gates.png
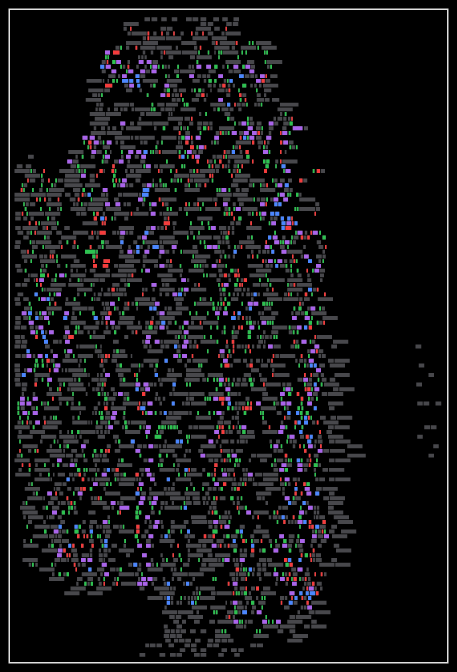
clock_wires.png
Bar = 100 um.
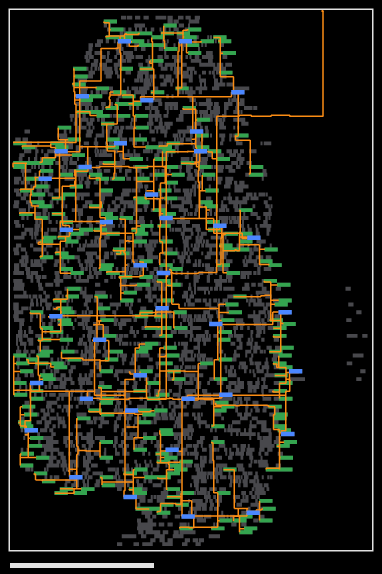
<file path="config.mk">
export PLATFORM = sky130hd
export DESIGN_NAME = mul_div_sequencer
export DESIGN_NICKNAME = d
export VERILOG_FILES = /design/src/rtl/mul_div_sequencer.sv
export SDC_FILE = /design/constraint.sdc
export NUM_CORES = 1
export LEC_CHECK = 0
export CORE_ASPECT_RATIO = 1.5
export CORE_MARGIN = 2
export CORE_UTILIZATION = 28
export DETAILED_ROUTE_END_ITERATION = 8
export PLACE_DENSITY = 0.52
export SYNTH_ARGS = -nofsm -noshare
export SYNTH_HDL_FRONTEND = slang
export SYNTH_SLANG_ARGS = --single-unit
</file>
<file path="constraint.sdc">
create_clock -name clk -period 14 [get_ports clk]
set_input_delay 2.1 -clock clk [delete_from_list [all_inputs] [get_ports clk]]
set_output_delay 2.1 -clock clk [all_outputs]
set_load 0.05 [all_outputs]
</file>
<file path="src/rtl/mul_div_sequencer.sv">
// mul_div_sequencer
//   Multi-cycle MUL/DIV unit that the control unit stalls on. A multiply runs
//   a radix-4 Booth recode, one digit per cycle. A divide runs a restoring
//   divide on operand magnitudes, one bit per cycle, followed by a sign-fix
//   cycle. Results are written to HI/LO on entry to DONE.
//
// Ports
//   clk          rising-edge clock
//   reset        asynchronous active-high reset
//   start        request pulse, sampled only in IDLE
//   op           0 = multiply, 1 = divide (sampled with start)
//   a, b         signed operands (sampled with start)
//   busy         high from the cycle after accept through DONE inclusive
//   done         single-cycle pulse; hi/lo valid in the same cycle
//   div_by_zero  valid with done; set only for a divide with b == 0
//   hi, lo       product high/low word, or remainder/quotient
module mul_div_sequencer #(
  parameter int unsigned DATA_WIDTH = 32
) (
  input  logic                  clk,
  input  logic                  reset,
  input  logic                  start,
  input  logic                  op,
  input  logic [DATA_WIDTH-1:0] a,
  input  logic [DATA_WIDTH-1:0] b,
  output logic                  busy,
  output logic                  done,
  output logic                  div_by_zero,
  output logic [DATA_WIDTH-1:0] hi,
  output logic [DATA_WIDTH-1:0] lo
);

  localparam int unsigned W  = DATA_WIDTH;
  localparam int unsigned CW = $clog2(W) + 1;

  typedef enum logic [2:0] {
    S_IDLE,
    S_MUL,
    S_DIV,
    S_FIX,
    S_DONE
  } state_t;

  state_t state_q, state_d;

  logic [2*W-1:0] acc_q, acc_d;       // Booth accumulator
  logic [2*W-1:0] mcand_q, mcand_d;   // sign-extended multiplicand, pre-shifted by 2i
  logic [W:0]     mplr_q, mplr_d;     // {b, 1'b0}; low 3 bits are the current digit
  logic [W-1:0]   rem_q, rem_d;       // partial remainder
  logic [W-1:0]   quo_q, quo_d;       // |dividend| shifting out, quotient shifting in
  logic [W-1:0]   dvsr_q, dvsr_d;     // |divisor|
  logic           negq_q, negq_d;     // quotient needs negation
  logic           negr_q, negr_d;     // remainder needs negation
  logic [CW-1:0]  cnt_q, cnt_d;
  logic [W-1:0]   hi_q, hi_d;
  logic [W-1:0]   lo_q, lo_d;
  logic           dbz_q, dbz_d;

  logic           mul_last;
  logic           div_last;
  logic [2*W-1:0] pp;
  logic [2*W-1:0] acc_sum;
  logic [W:0]     rem_shift;
  logic [W:0]     rem_diff;

  assign mul_last = (cnt_q == CW'(W/2 - 1));
  assign div_last = (cnt_q == CW'(W - 1));

  // State register
  always_ff @(posedge clk or posedge reset) begin
    if (reset) begin
      state_q <= S_IDLE;
    end else begin
      state_q <= state_d;
    end
  end

  // Next-state logic
  always_comb begin
    state_d = state_q;
    unique case (state_q)
      S_IDLE: begin
        if (start) begin
          if (!op)           state_d = S_MUL;
          else if (b == '0)  state_d = S_DONE;
          else               state_d = S_DIV;
        end
      end
      S_MUL:  if (mul_last) state_d = S_DONE;
      S_DIV:  if (div_last) state_d = S_FIX;
      S_FIX:  state_d = S_DONE;
      S_DONE: state_d = S_IDLE;
      default: state_d = S_IDLE;
    endcase
  end

  // Output decode
  always_comb begin
    busy = (state_q != S_IDLE);
    done = (state_q == S_DONE);
  end

  assign hi          = hi_q;
  assign lo          = lo_q;
  assign div_by_zero = dbz_q;

  // Booth partial product for the current digit {b[2i+1], b[2i], b[2i-1]}
  always_comb begin
    unique case (mplr_q[2:0])
      3'b001, 3'b010: pp = mcand_q;
      3'b011:         pp = mcand_q << 1;
      3'b100:         pp = -(mcand_q << 1);
      3'b101, 3'b110: pp = -mcand_q;
      default:        pp = '0;
    endcase
    acc_sum = acc_q + pp;
  end

  // Restoring divide step: the trial subtract succeeds when no borrow appears
  // in the top bit; the shifted remainder never exceeds W+1 bits.
  assign rem_shift = {rem_q, quo_q[W-1]};
  assign rem_diff  = rem_shift - {1'b0, dvsr_q};

  // Datapath next-state
  always_comb begin
    acc_d   = acc_q;
    mcand_d = mcand_q;
    mplr_d  = mplr_q;
    rem_d   = rem_q;
    quo_d   = quo_q;
    dvsr_d  = dvsr_q;
    negq_d  = negq_q;
    negr_d  = negr_q;
    cnt_d   = cnt_q;
    hi_d    = hi_q;
    lo_d    = lo_q;
    dbz_d   = dbz_q;
    unique case (state_q)
      S_IDLE: begin
        if (start) begin
          acc_d   = '0;
          mcand_d = {{W{a[W-1]}}, a};
          mplr_d  = {b, 1'b0};
          rem_d   = '0;
          quo_d   = a[W-1] ? -a : a;
          dvsr_d  = b[W-1] ? -b : b;
          negq_d  = a[W-1] ^ b[W-1];
          negr_d  = a[W-1];
          cnt_d   = '0;
          if (op && (b == '0)) begin
            hi_d  = a;
            lo_d  = '1;
            dbz_d = 1'b1;
          end else begin
            dbz_d = 1'b0;
          end
        end
      end
      S_MUL: begin
        acc_d   = acc_sum;
        mcand_d = mcand_q << 2;
        mplr_d  = mplr_q >> 2;
        cnt_d   = cnt_q + CW'(1);
        if (mul_last) begin
          hi_d = acc_sum[2*W-1:W];
          lo_d = acc_sum[W-1:0];
        end
      end
      S_DIV: begin
        if (!rem_diff[W]) begin
          rem_d = rem_diff[W-1:0];
        end else begin
          rem_d = rem_shift[W-1:0];
        end
        quo_d = {quo_q[W-2:0], ~rem_diff[W]};
        cnt_d = cnt_q + CW'(1);
      end
      S_FIX: begin
        hi_d = negr_q ? -rem_q : rem_q;
        lo_d = negq_q ? -quo_q : quo_q;
      end
      default: ;
    endcase
  end

  always_ff @(posedge clk or posedge reset) begin
    if (reset) begin
      acc_q   <= '0;
      mcand_q <= '0;
      mplr_q  <= '0;
      rem_q   <= '0;
      quo_q   <= '0;
      dvsr_q  <= '0;
      negq_q  <= 1'b0;
      negr_q  <= 1'b0;
      cnt_q   <= '0;
      hi_q    <= '0;
      lo_q    <= '0;
      dbz_q   <= 1'b0;
    end else begin
      acc_q   <= acc_d;
      mcand_q <= mcand_d;
      mplr_q  <= mplr_d;
      rem_q   <= rem_d;
      quo_q   <= quo_d;
      dvsr_q  <= dvsr_d;
      negq_q  <= negq_d;
      negr_q  <= negr_d;
      cnt_q   <= cnt_d;
      hi_q    <= hi_d;
      lo_q    <= lo_d;
      dbz_q   <= dbz_d;
    end
  end

endmodule

</file>
==> qor.log <==
INFO  worst_setup_path timing.setup.critical_path_class=register to register
INFO  logic_synthesis yosysTopAreaCellShare=32.6%
INFO  power_and_ir_drop fin_total_pwr=8.50mW
INFO  worst_setup_path reg2reg_to=hi[30]
INFO  worst_setup_path timing.critical_path.from=mcand_q[18]
INFO  grt            grt_usage=20.2%
INFO  worst_setup_path ff2ff_path_depth=22
INFO  power_and_ir_drop switching_share=53.0%
INFO  worst_setup_path nature_of_the_critical_path_endpoint=register
INFO  logic_synthesis yosys-top-cells-count=sky130_fd_sc_hd__nand2_1 (543), sky130_fd_sc_hd__dfrtp_1 (333), sky130_fd_sc_hd__o21ai_0 (257)
INFO  timing         setup_violations=0
INFO  finish         layout-drive-gt1-share=4.96%
INFO  finish         layout.area.comb=16000um2
INFO  power_and_ir_drop p_sw=4.50mW
INFO  logic_synthesis synth-xor-area-share=9.84%
INFO  clock_network  clk_pin_slew_worst_paths=0.06ns
INFO  drt            vias_per_cell=5.46
INFO  finish         utilization=32.3%
INFO  grt            number_of_antenna_violations_at_the_first_check_in_global_routing=2
INFO  power_and_ir_drop comb_power=5.41mW
INFO  placed_design  post_dp_cell_area=27800um2
INFO  power_and_ir_drop p_leak=12.3nW
INFO  power_and_ir_drop highest_power_group=combinational cells
INFO  floorplanning  die_w=251um
INFO  logic_synthesis yosysTopAreaCell=sky130_fd_sc_hd__dfrtp_1
INFO  timing         final.hold.worst_slack=0.477ns
INFO  logic_synthesis synth.top_cells.by_area=sky130_fd_sc_hd__dfrtp_1 (33%), sky130_fd_sc_hd__nand2_1 (8.0%), sky130_fd_sc_hd__o21ai_0 (5.0%), sky130_fd_sc_hd__ha_1 (4.9%), sky130_fd_sc_hd__xor2_1 (4.9%)
INFO  finish         nets=3410
INFO  logic_synthesis ys_cells=3267
INFO  worst_setup_path worstSetupEndpoint=hi[30]
INFO  logic_synthesis yosys.stat.seqShare=32.6%
INFO  clock_network  cts_resized=0
INFO  clock_network  cts_sink_cnt=333
INFO  floorplanning  chip_height=374um
INFO  worst_setup_path worst_r2r_startpoint=mcand_q[18]
INFO  finish         layout.cells.most_common_list=sky130_fd_sc_hd__nand2_1 (541), sky130_fd_sc_hd__dfrtp_1 (329), sky130_fd_sc_hd__o21ai_0 (256)
INFO  clock_network  clock_tree.root_cell=sky130_fd_sc_hd__clkbuf_16
INFO  logic_synthesis yosysChipArea=25500um2
INFO  outcome        outcome=complete, no violations
INFO  finish         regArea=8340um2
INFO  drt            drtIter0Drc=1462
INFO  logic_synthesis synth.most_common_cell=sky130_fd_sc_hd__nand2_1
INFO  logic_synthesis synth_async_sr_flop_share=100%
INFO  flow_run       tool_warnings=32
INFO  logic_synthesis ys_sh_aoi=25.4%
INFO  timing         max_slew_vio_count=0
INFO  power_and_ir_drop pg_seq=1.98mW
INFO  placed_design  dp_hpwl=73900um
INFO  grt            grt_first_pass_wirelength=147000um
INFO  logic_synthesis syn_avg_cell_area=7.82um2
INFO  drt            postRouteWirelength=97000um
INFO  clock_network  clock_tree_from_tritoncts=built
INFO  clock_network  worst_case_clock_buffer_depth=3
INFO  worst_setup_path timing.critical_path.fanout_max=7
INFO  grt            grt_pass1_vias=23600
INFO  drt            dr_total_vias=24200
INFO  logic_synthesis syn-num-nets=3438
INFO  power_and_ir_drop comb_power_share=63.7%
INFO  floorplanning  fp_util=28.3%
INFO  timing         timing.final.crit_share=45.4%
INFO  floorplanning  row_count=135
INFO  timing         fmaxAchievable=157MHz
INFO  finish         fin_area=29200um2
INFO  drt            antenna_violating_nets_post_route=0
About gates.png:
legend:
  and/or cells:
    colour: blue
    cells: 126
  nand cells:
    colour: green
    cells: 678
  xor and xnor cells:
    colour: purple
    cells: 287
  nor cells:
    colour: red
    cells: 346
most frequently placed logic cell in the final layout: sky130_fd_sc_hd__nand2_1
share of cell area taken by multi-input logic gates: 55.0%
number of standard cells in the layout, taps in and fillers out: 4434

About clock_wires.png:
legend:
  flip-flops:
    colour: green
    count: 333
  clock-net drivers:
    colour: blue
    count: 38
  clock wires:
    colour: orange
    length: 5900 um
routed clock nets: 39
Skew-Pair Late Insertion Delay: 0.58 ns
power consumed by the clock network: 1.11 mW
Final Skew: 0.0233 ns

critical path: stages, from the launching register on:
cell and delay, ns:
sky130_fd_sc_hd__dfrtp_1 0.48, sky130_fd_sc_hd__or4_1 0.57, sky130_fd_sc_hd__or3_1 0.44, sky130_fd_sc_hd__or2_1 0.29
sky130_fd_sc_hd__or4_1 0.48, sky130_fd_sc_hd__nor3_1 0.42, sky130_fd_sc_hd__nand2b_1 0.20, sky130_fd_sc_hd__nor2_1 0.05
sky130_fd_sc_hd__a21oi_1 0.13, sky130_fd_sc_hd__o22ai_1 0.09, sky130_fd_sc_hd__nand2_1 0.10, sky130_fd_sc_hd__o21ai_1 0.08
sky130_fd_sc_hd__ha_1 0.43, sky130_fd_sc_hd__nand4_1 0.27, sky130_fd_sc_hd__inv_1 0.11, sky130_fd_sc_hd__nand2_1 0.09
sky130_fd_sc_hd__nor4b_1 0.56, sky130_fd_sc_hd__a311o_1 0.31, sky130_fd_sc_hd__o21ai_1 0.16, sky130_fd_sc_hd__o31a_1 0.39
sky130_fd_sc_hd__o2111a_1 0.25, sky130_fd_sc_hd__a21oi_1 0.20, sky130_fd_sc_hd__a21oi_1 0.13
metal layers:
metal,vias to the layer above,GRT usage [%],share of wire [%]
li1,11700,-,-
met1,11700,23.4,40
met2,644,35.4,49
met3,177,2.52,4.1
met4,2,12.4,6.8
met5,-,0,0.012
final cells by class:
type                       instances  area share (%)
tap                             1164            5.00
clock inverter                    17           0.871
timing repair buffer             180            5.79
antenna                            4          0.0343
inverter                          77            1.02
clock buffer                      50            3.67
multi-input combinational       2609            55.0
sequential                       333            28.6
flip-flops by register name (all words and copies together), names as in the netlist, 6 cells and up:
name and cells:
quo_q 32, cnt_q 6, dvsr_q 32, hi 32, rem_q 32, mplr_q 33, acc_q 64, lo 32
mcand_q 64
Power is estimated from default activity; no workload was simulated.
